==> run_1/floorplan.png <==
Scale bar: 20 um. Pins as bars on the die edge.
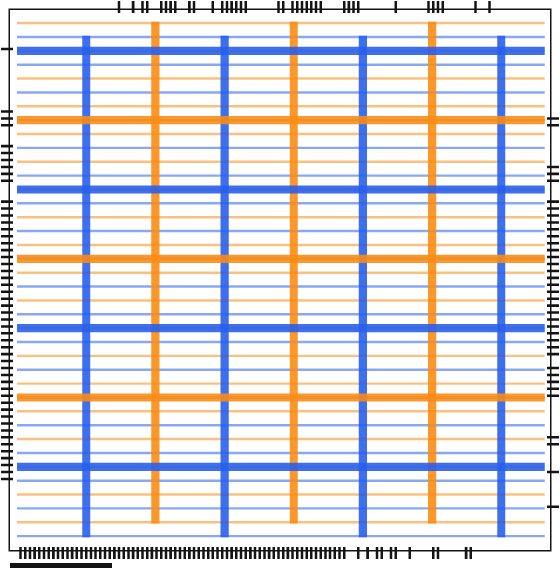
==> run_1/class_map.png <==
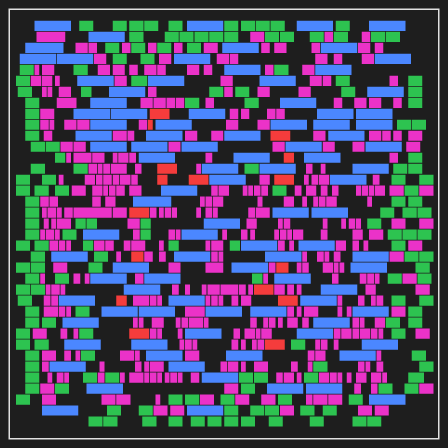
==> run_1/clock_wires.png <==
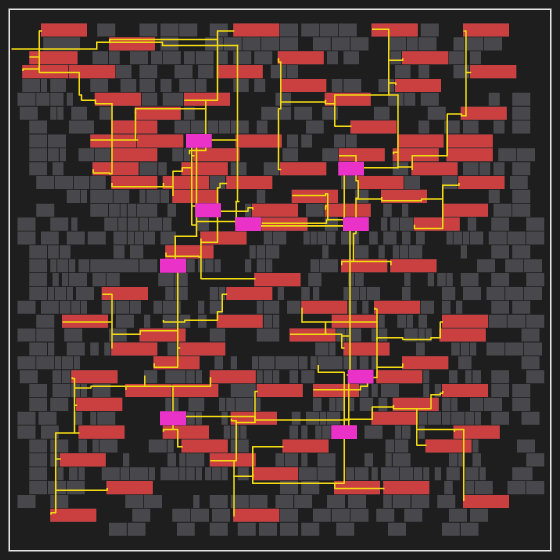
$ cat src/rtl/narrow_mem_bridge.sv
// Lane-serial bridge from N word-wide core memory ports to a narrow pin interface.
// Requests are round-robin arbitrated and read tags are queued so responses return to the issuing port.
module narrow_mem_bridge #(
  parameter int NumPorts       = 2,
  parameter int DataWidth      = 32,
  parameter int LaneWidth      = 4,
  parameter int AddrWidth      = 8,
  parameter int MaxOutstanding = 2
) (
  input  logic                              clk,
  input  logic                              rst_n,
  input  logic [NumPorts-1:0]               req_valid_i,
  output logic [NumPorts-1:0]               req_ready_o,
  input  logic [NumPorts*32-1:0]            req_addr_i,
  input  logic [NumPorts-1:0]               req_write_i,
  input  logic [NumPorts*DataWidth-1:0]     req_wdata_i,
  input  logic [NumPorts*DataWidth/8-1:0]   req_strb_i,
  output logic [NumPorts-1:0]               rsp_valid_o,
  input  logic [NumPorts-1:0]               rsp_ready_i,
  output logic [DataWidth-1:0]              rsp_rdata_o,
  output logic                              pin_req_valid_o,
  input  logic                              pin_req_ready_i,
  output logic [LaneWidth-1:0]              pin_req_data_o,
  output logic                              pin_req_strb_o,
  output logic                              pin_req_write_o,
  output logic [AddrWidth-1:0]              pin_req_addr_o,
  input  logic                              pin_rsp_valid_i,
  output logic                              pin_rsp_ready_o,
  input  logic [LaneWidth-1:0]              pin_rsp_data_i,
  input  logic                              pin_rsp_last_i,
  output logic [$clog2(MaxOutstanding+1)-1:0] outstanding_o,
  output logic                              rsp_unexpected_o
);

  localparam int Beats     = DataWidth / LaneWidth;
  localparam int StrbWidth = DataWidth / 8;
  localparam int AddrLsb   = $clog2(StrbWidth);
  localparam int PortW     = (NumPorts > 1) ? $clog2(NumPorts) : 1;
  localparam int BeatW     = (Beats > 1) ? $clog2(Beats) : 1;
  localparam int PtrW      = (MaxOutstanding > 1) ? $clog2(MaxOutstanding) : 1;
  localparam int CntW      = $clog2(MaxOutstanding + 1);

  localparam logic [0:0] ReqIdle    = 1'b0;
  localparam logic [0:0] ReqIssue   = 1'b1;
  localparam logic [0:0] RspCollect = 1'b0;
  localparam logic [0:0] RspHold    = 1'b1;

  logic [31:0]           addr_arr  [NumPorts];
  logic [DataWidth-1:0]  wdata_arr [NumPorts];
  logic [StrbWidth-1:0]  strb_arr  [NumPorts];

  genvar g;
  for (g = 0; g < NumPorts; g++) begin : g_unpack
    assign addr_arr[g]  = req_addr_i[32*g +: 32];
    assign wdata_arr[g] = req_wdata_i[DataWidth*g +: DataWidth];
    assign strb_arr[g]  = req_strb_i[StrbWidth*g +: StrbWidth];
  end

  logic [0:0]           req_state_q;
  logic [PortW-1:0]     rr_q;
  logic [AddrWidth-1:0] addr_q;
  logic                 write_q;
  logic [DataWidth-1:0] data_sh_q;
  logic [Beats-1:0]     lstrb_sh_q;
  logic [BeatW-1:0]     beat_q;
  logic                 valid_q;

  logic [CntW-1:0]      count_q;
  logic [PtrW-1:0]      wr_ptr_q, rd_ptr_q;
  logic [PortW-1:0]     tag_mem [MaxOutstanding];
  logic [PortW-1:0]     head;

  logic [0:0]           rsp_state_q;
  logic                 rsp_rdy_q;
  logic [DataWidth-1:0] acc_q;
  logic                 unexpected_q;

  logic                 fifo_full;
  logic [NumPorts-1:0]  eligible;
  logic                 found;
  logic [PortW-1:0]     winner;
  logic [PortW:0]       cand;
  logic                 grant;
  logic                 sel_write;
  logic [StrbWidth-1:0] sel_strb;
  logic [Beats-1:0]     lane_strb;
  logic                 push, pop;
  logic                 last_beat;
  logic                 rsp_take;
  logic [DataWidth-1:0] acc_next;

  // Reads that would overflow the tag FIFO drop out of arbitration; writes never do.
  assign fifo_full = (count_q == CntW'(MaxOutstanding));
  assign eligible  = req_valid_i & (req_write_i | {NumPorts{~fifo_full}});

  always_comb begin
    found  = 1'b0;
    winner = '0;
    cand   = '0;
    for (int k = 0; k < NumPorts; k++) begin
      cand = {1'b0, rr_q} + (PortW+1)'(k);
      if (cand >= (PortW+1)'(NumPorts)) cand = cand - (PortW+1)'(NumPorts);
      if (!found && eligible[cand[PortW-1:0]]) begin
        found  = 1'b1;
        winner = cand[PortW-1:0];
      end
    end
  end

  assign grant       = found & (req_state_q == ReqIdle);
  assign req_ready_o = grant ? (NumPorts'(1) << winner) : '0;
  assign sel_write   = req_write_i[winner];
  assign sel_strb    = strb_arr[winner];
  assign push        = grant & ~sel_write;

  for (g = 0; g < Beats; g++) begin : g_lane_strb
    assign lane_strb[g] = sel_strb[(g*LaneWidth)/8];
  end

  assign last_beat = ~write_q | (beat_q == BeatW'(Beats-1));

  // Data and per-beat strobes are pre-shifted so the current lane always sits at bit 0.
  always_ff @(posedge clk or negedge rst_n) begin
    if (!rst_n) begin
      req_state_q <= ReqIdle;
      rr_q        <= '0;
      addr_q      <= '0;
      write_q     <= 1'b0;
      data_sh_q   <= '0;
      lstrb_sh_q  <= '0;
      beat_q      <= '0;
      valid_q     <= 1'b0;
    end else if (req_state_q == ReqIdle) begin
      if (grant) begin
        req_state_q <= ReqIssue;
        rr_q        <= (winner == PortW'(NumPorts-1)) ? '0 : winner + 1'b1;
        addr_q      <= addr_arr[winner][AddrLsb +: AddrWidth];
        write_q     <= sel_write;
        data_sh_q   <= sel_write ? wdata_arr[winner] : '0;
        lstrb_sh_q  <= sel_write ? lane_strb : '0;
        beat_q      <= '0;
        valid_q     <= 1'b1;
      end
    end else if (valid_q && pin_req_ready_i) begin
      if (last_beat) begin
        req_state_q <= ReqIdle;
        addr_q      <= '0;
        write_q     <= 1'b0;
        data_sh_q   <= '0;
        lstrb_sh_q  <= '0;
        beat_q      <= '0;
        valid_q     <= 1'b0;
      end else begin
        beat_q      <= beat_q + 1'b1;
        data_sh_q   <= data_sh_q >> LaneWidth;
        lstrb_sh_q  <= lstrb_sh_q >> 1;
      end
    end
  end

  assign pin_req_valid_o = valid_q;
  assign pin_req_data_o  = data_sh_q[LaneWidth-1:0];
  assign pin_req_strb_o  = lstrb_sh_q[0];
  assign pin_req_write_o = write_q;
  assign pin_req_addr_o  = addr_q;

  function automatic logic [PtrW-1:0] ptr_inc(input logic [PtrW-1:0] p);
    return (p == PtrW'(MaxOutstanding-1)) ? '0 : p + 1'b1;
  endfunction

  assign head = tag_mem[rd_ptr_q];
  assign pop  = (rsp_state_q == RspHold) & rsp_ready_i[head];

  always_ff @(posedge clk or negedge rst_n) begin
    if (!rst_n) begin
      wr_ptr_q <= '0;
      rd_ptr_q <= '0;
      count_q  <= '0;
      for (int i = 0; i < MaxOutstanding; i++) tag_mem[i] <= '0;
    end else begin
      if (push) begin
        tag_mem[wr_ptr_q] <= winner;
        wr_ptr_q          <= ptr_inc(wr_ptr_q);
      end
      if (pop) rd_ptr_q <= ptr_inc(rd_ptr_q);
      if (push && !pop)      count_q <= count_q + 1'b1;
      else if (pop && !push) count_q <= count_q - 1'b1;
    end
  end

  assign outstanding_o = count_q;

  // First beat ends up most significant; a last beat with nothing outstanding is dropped and flagged.
  assign rsp_take = pin_rsp_valid_i & rsp_rdy_q;
  assign acc_next = (acc_q << LaneWidth) | DataWidth'(pin_rsp_data_i);

  always_ff @(posedge clk or negedge rst_n) begin
    if (!rst_n) begin
      rsp_state_q  <= RspCollect;
      rsp_rdy_q    <= 1'b0;
      acc_q        <= '0;
      unexpected_q <= 1'b0;
    end else if (rsp_state_q == RspCollect) begin
      rsp_rdy_q <= 1'b1;
      if (rsp_take) begin
        if (pin_rsp_last_i) begin
          if (count_q == '0) begin
            unexpected_q <= 1'b1;
            acc_q        <= '0;
          end else begin
            rsp_state_q <= RspHold;
            rsp_rdy_q   <= 1'b0;
            acc_q       <= acc_next;
          end
        end else begin
          acc_q <= acc_next;
        end
      end
    end else if (pop) begin
      rsp_state_q <= RspCollect;
      rsp_rdy_q   <= 1'b1;
      acc_q       <= '0;
    end
  end

  assign pin_rsp_ready_o  = rsp_rdy_q;
  assign rsp_valid_o      = (rsp_state_q == RspHold) ? (NumPorts'(1) << head) : '0;
  assign rsp_rdata_o      = (rsp_state_q == RspHold) ? acc_q : '0;
  assign rsp_unexpected_o = unexpected_q;

endmodule

$ cat config.mk
export PLATFORM = sky130hd
export DESIGN_NAME = narrow_mem_bridge
export DESIGN_NICKNAME = d
export VERILOG_FILES = /design/src/rtl/narrow_mem_bridge.sv
export SDC_FILE = /design/constraint.sdc
export NUM_CORES = 1
export LEC_CHECK = 0
export CAP_MARGIN = 20
export CORE_UTILIZATION = 47
export CTS_CLUSTER_SIZE = 8
export DETAILED_ROUTE_END_ITERATION = 7
export HOLD_SLACK_MARGIN = 0.05
export PLACE_DENSITY_LB_ADDON = 0.12
export SLEW_MARGIN = 25
export SYNTH_ARGS = -nofsm -noshare
export SYNTH_HDL_FRONTEND = slang
export SYNTH_SLANG_ARGS = --single-unit
$ cat constraint.sdc
create_clock -name clk -period 4.5 [get_ports clk]
set_input_delay 0.9 -clock clk [delete_from_list [all_inputs] [get_ports clk]]
set_output_delay 0.9 -clock clk [all_outputs]
set_load 0.1 [all_outputs]
==> Changelog: implementation, run 1 <==
### Physical design

- WP data arrival: 2.70 ns
- Synthesis-to-layout area growth: 35.0%
- Min Hold Slack: 0.478 ns
- Num ports: 206
- Antenna violations before repair: 0
- Overall die area: 11,200 um^2
- Routed wirelength normalized by instance count: 15.3 um
- Max-cap viol count: 0
- Overflow after GRT: 0
- Number of design rule violations left after detail routing: 0
- Chip area from the yosys synthesis statistics: 5080 um^2
- Crit start category: primary input
- Antenna Nets Post-Route: 0
- Gate count of the mapped netlist: 533
- Outcome: finished clean
- Switching share of power: 51.0%
- Total routing resource utilization after global routing: 22.1%
- Fraction of layout instances using a drive strength above 1: 5.71%
- Hold-fix buffers at CTS: 0
- Internal power: ~2.3 mW
- Cell count listed in synth_stat.txt: 533
- Crit path kind: in -> out
- Final count of hold timing violations: 0
- Share of the yosys chip area belonging to registers: 47.3%
- Floorplan-stage core utilization: 48.7%
- Number of buffers added by the clock tree synthesis step: 9
- Standby leakage power: 2.96 nW
- Dominant register cell in the synthesized netlist: dfrtp_1
- Worst-case clock skew: approximately 0.020 ns
- CTS tree: done
- Yosys cell types: 41
- Post-CTS setup-driven buffer insertion count: 0
- Cell taking the most area after synthesis: dfrtp_1
- N_diodes: 0
- Smallest setup slack after layout: ~0.9 ns
- Transition at the pin with the smallest max-transition slack: a little under 1 ns
- Clk sink count: 96
- Type of element capturing the critical path: primary output
About floorplan.png:
Blue is VSS. Orange is VDD.
The core has 37 rows. 38 met1 rails follow the rows. 7 straps on met5.
CORE AREA: 10,400 um^2
VDD IR max: 0.546 mV
x dimension of the die: 106 um
vertical die dimension: 106 um

About class_map.png:
Magenta is remaining logic cells, cells 388, share of their area 37%. Red is clock drivers and dummy loads, cells 16, share of their area 2.7%. Green is remaining buffers and delay cells, cells 166, share of their area 25%. Blue is sequential cells, cells 96, share of their area 36%.
final design area excluding fillers: 6850 um^2
Placement Rows: 37
Finished Core Util: 65.8%
share of cell area taken by flip-flops and latches: 35.1%

About clock_wires.png:
Yellow is clock wires, length 1,160 um. Magenta is clock-net drivers, count 9. Red is flip-flops, count 96.
Position of the flops: widely spread. There are 10 routed clock nets.

[run 1: power groups by stage]
stage / clock (mW) / sequential (mW) / combinational, mW
floorplan: 0 / 1.86 / 1.66
global placement: 0 / 1.61 / 2.44
global route: 0.576 / 1.68 / 2.68
detailed placement: 0 / 1.63 / 2.50
finish: 0.530 / 1.62 / 2.49
CTS: 0.544 / 1.61 / 2.51
[run 1: worst paths after layout]
| check | startpoint | to | slack, ns | cells past startpoint |
|---|---|---|---|---|
| min | rr_q | rr_q | 0.48 | 1 |
| max reg2reg | req_state_q | outstanding_o[1] | 2.14 | 6 |
| max | req_valid_i[1] | req_ready_o[0] | 0.90 | 6 |
| max in group asynchronous | rst_n | data_sh_q[5] | 3.14 | 2 |
| min reg2reg | rr_q | rr_q | 0.48 | 1 |
| min in group asynchronous | rst_n | data_sh_q[10] | 0.52 | 1 |
[run 1: per-stage QoR]
step,area (um^2),std cells
finish,6850,802
CTS,6850,802
detailed placement,6670,786
floorplan,5080,533
global route,6850,802
global placement,6660,785
[run 1: per-layer routing]
metal | routed length, um | global-route usage, % | part of all wire, %
met4 | 59 | 4.66 | 0.48
met3 | 710 | 4.78 | 5.8
met5 | 0 | 0 | 0
met2 | 5860 | 36.6 | 48
met1 | 5650 | 30.0 | 46
[run 1: state kept, by name, summed over array words and instances (netlist names), 2 cells and up]
name / cells
acc_q: 32
beat_q: 3
data_sh_q: 32
lstrb_sh_q: 8
outstanding_o: 2
pin_req_addr_o: 8
tag_mem: 2
[run 1: cell families (layout without fill, tap and decap cells)]
| family | count (synthesis) | count (layout) | share of synthesized area (%) |
|---|---|---|---|
| multiplexers | 43 | 43 | 8.50 |
| AND-OR/OR-AND | 173 | 173 | 22.6 |
| buffers and inverters | 50 | 183 | 5.20 |
| XOR/XNOR | 5 | 5 | 0.863 |
| AND/OR/NAND/NOR | 163 | 163 | 14.8 |
| adder cells (fa/ha/maj) | 3 | 3 | 0.740 |
| flip-flops | 96 | 96 | 47.3 |
[run 1: worst max-delay path: stages]
cell and delay, ns:
clkdlybuf4s50_1 0.59, nor2_1 0.08, o21ai_0 0.22, nand2b_1 0.33
nor2b_1 0.26, buf_4 0.32
[run 1: cell usage in the layout, fill, tap and decap left out, types with 3 or more instances in the layout]
cell	Yosys	routed
a21oi_1	8	8
a221o_1	6	6
a22o_1	35	35
a22oi_1	29	29
a31oi_1	4	4
and2_1	34	34
buf_4	6	10
clkbuf_8	0	10
clkdlybuf4s50_1	0	154
clkinvlp_4	0	3
dfrtp_1	96	94
ha_1	3	3
mux2i_1	42	42
nand2_1	93	93
nand2b_1	4	4
nor2_1	16	16
nor2b_1	7	5
o21ai_0	71	71
o21ai_1	8	8
o22a_1	3	3
xnor2_1	3	3
[run 1: layout make-up]
type / instances / share of cell area [%]
multi-input combinational: 387 / 35.8
sequential: 96 / 35.1
timing repair buffer: 166 / 23.9
tap: 136 / 2.48
clock buffer: 11 / 2.06
clock inverter: 5 / 0.584
inverter: 1 / 0.0548
==> run_1/congestion_map.png <==
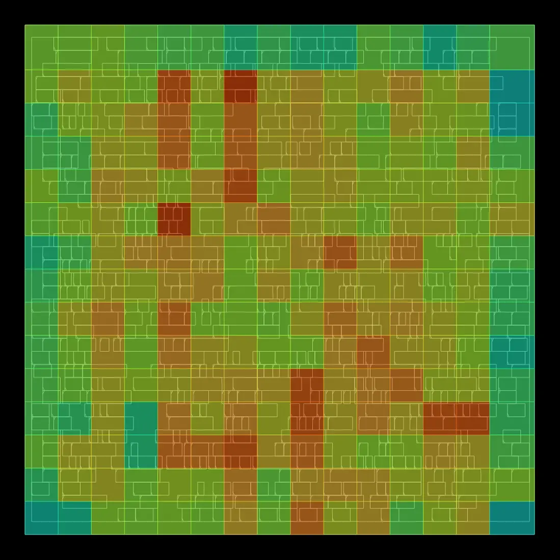

==> run 1 -> run 2 <==
Settings changed: CORE_UTILIZATION 47 to 40.
Clock period 4.5 ns to 3.1 ns, I/O delays scaled along.
==> run_2/congestion_map.png <==
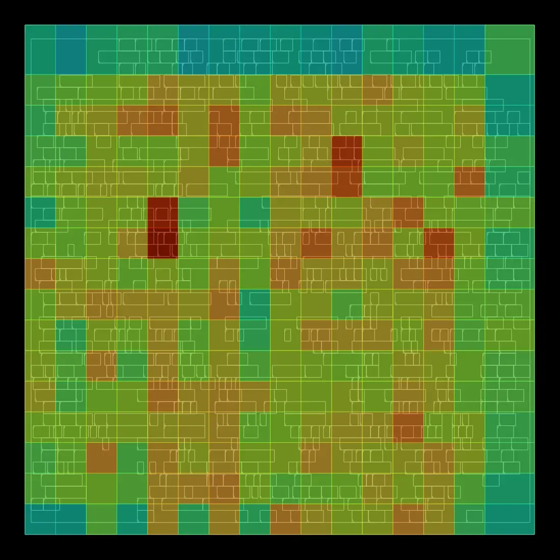
total routing resource utilization after global routing: 20.2%
fraction of met2 tracks used by global routing: 31.2%
Most Crowded Layer GR: met2
met3 Usage GRT: 5.29%
routed wirelength normalized by instance count: 15.2 um

==> run_2/floorplan.png <==
Scale bar: 20 um. Pins as bars on the die edge.
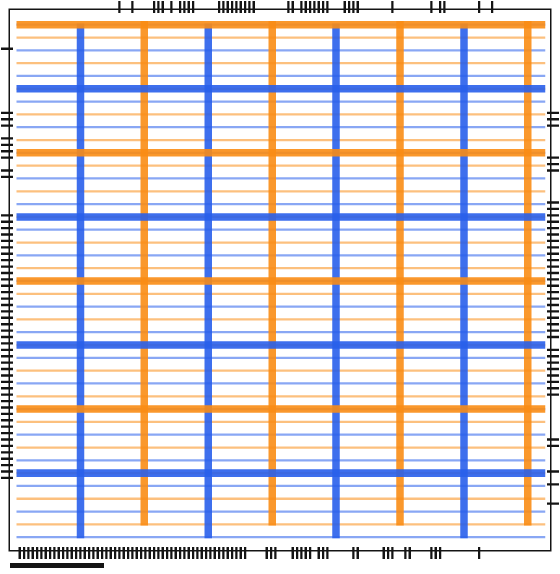
Blue is VSS. Orange is VDD.
8 straps on met5. 206 signal pins sit on the boundary. The core has 40 rows. 8 straps on met4.
VDD IR max: 1.01 mV
vertical die dimension: 115 um
x dimension of the die: 115 um

==> run 2 against run 1 <==
  * Clock power is 110% higher
  * Area after synthesis is the same
  * Setup slack got worse by 0.61 ns
  * Combinational power increased by 48%
  * Critical path depth unchanged
  * Via count barely moved
  * Global-route usage is 1.9 points lower
  * Wire length grew 3.8%
  * Critical endpoint unchanged
  * Largest power group unchanged
  * Highest routed layer unchanged
  * Final cell count rose by 4.4%
  * Core utilization shrank 8.8 points
==> Changelog: implementation, run 2 <==
### Physical design

- Crit path kind: in -> out
- Standby leakage power: 3.15 nW (+6.3%)
- Type of element capturing the critical path: primary output
- Cell count listed in synth_stat.txt: 533 (unchanged)
- Gate count of the mapped netlist: 533 (unchanged)
- Final count of hold timing violations: 0 (unchanged)
- Overflow after GRT: 0 (unchanged)
- Smallest setup slack after layout: 0.295 ns (-0.606 ns)
- Number of buffers added by the clock tree synthesis step: 9 (unchanged)
- Post-CTS setup-driven buffer insertion count: 0 (unchanged)
- Largest regs: acc_q x32, data_sh_q x32
- WP data arrival: 2.19 ns (-0.51 ns)
- Antenna Nets Post-Route: 0 (unchanged)
- Top cells excl fill/tap: 101 x clkdlybuf4s50_1, 94 x dfrtp_1, 93 x nand2_1, 71 x o21ai_0, 66 x buf_4
- Number of design rule violations left after detail routing: 0 (unchanged)
- Clk sink count: 96 (unchanged)
- CORE AREA: 12,200 um^2 (+17%)
- Setup repair after global routing missed its margin: false
- Share of the yosys chip area belonging to registers: 47.3% (unchanged)
- Yosys cell types: 41 (unchanged)
- Synthesis-to-layout area growth: 37.1%
- Cell depth of the worst flop-to-flop path: 6 (unchanged)
- Crit start category: primary input
- Floorplan-stage core utilization: 41.6% (-7.2 points)
- Worst-case clock skew: 0.00707 ns (-0.0132 ns)
- Hold-fix buffers at CTS: 0 (unchanged)
- Endpoint of the worst register-to-register path: lstrb_sh_q[4]
- Dominant register cell in the synthesized netlist: dfrtp_1
- Outcome: finished clean
- Max-cap viol count: 0 (unchanged)
- Most frequent logic cell in the layout: clkdlybuf4s50_1
- N_diodes: 0 (unchanged)
- Worst reg2reg path startpoint: outstanding_o[0]
- CTS tree: done
- Chip area from the yosys synthesis statistics: 5080 um^2 (unchanged)
- Reg-to-reg setup timing slack: 0.93 ns (-1.21 ns)
- Antenna violations before repair: 0 (unchanged)
- Num ports: 206 (unchanged)
-- run 2: worst max-delay path: stages --
cell,delay [ns]
clkdlybuf4s50_1,0.60
nor2_1,0.08
o21ai_0,0.24
nand2b_1,0.22
nor2b_4,0.21
buf_12,0.19
-- run 2: cells by family after synthesis --
logic type	share of synthesized area, %
buffers and inverters	5.20
DFF	47.3
adders and majority gates	0.740
AOI/OAI and AO/OA	22.6
xor gates and xnor gates	0.863
muxes	8.50
and+or+nand+nor	14.8
-- run 2: metrics by stage --
step | instance area [um^2] | utilization, % | std cells | hold slack (ns) | total power [mW]
2_1_floorplan | 5090 | - | 533 | 0.324 | 5.14
3_3_place_gp | 6670 | 54.7 | 823 | 0.460 | 5.92
3_5_place_dp | 6670 | 54.7 | 823 | 0.466 | 6.04
4_1_cts | 6960 | 57.0 | 837 | 0.302 | 7.15
5_1_grt | 6960 | 57.0 | 837 | 0.326 | 7.53
6_report | 6960 | 57.0 | 837 | 0.282 | 7.08
-- run 2: where the power goes --
part | leakage, nW | switching, mW | total, mW | internal [mW]
clock network | 0.134 | 0.479 | 1.10 | 0.618
logic | 1.77 | 2.50 | 3.68 | 1.18
registers | 1.24 | 0.501 | 2.31 | 1.80
total | 3.15 | 3.48 | 7.08 | 3.60
-- run 2: final cells by class --
cell class,instances,area (um^2),share of cell area (%)
tap,168,210,3.02
clock inverter,5,58.8,0.845
clock buffer,9,225,3.24
inverter,1,3.75,0.0539
multi-input combinational,387,2470,35.5
sequential,96,2400,34.6
timing repair buffer,171,1590,22.8
-- run 2: worst max path at each step --
stage,startpoint,endpoint,slack (ns),cells past startpoint
floorplan,outstanding_o[1],req_ready_o[0],0.14,5
global placement,req_write_i[0],lstrb_sh_q[5],0.33,7
detailed placement,req_write_i[1],data_sh_q[12],0.29,6
finish,req_valid_i[1],req_ready_o[0],0.29,6
CTS,req_valid_i[1],req_ready_o[0],0.31,6
global route,req_valid_i[1],req_ready_o[0],0.14,6
-- run 2: routing by layer --
metal / GRT usage (%) / up-vias / part of all wire [%]
met2: 31.2 / 137 / 46
met1: 28.2 / 2092 / 47
met4: 5.45 / 0 / 0.79
met3: 5.29 / 8 / 6.7
met5: 0 / - / 0
li1: - / 2154 / -
Power is estimated from default activity; no workload was simulated.
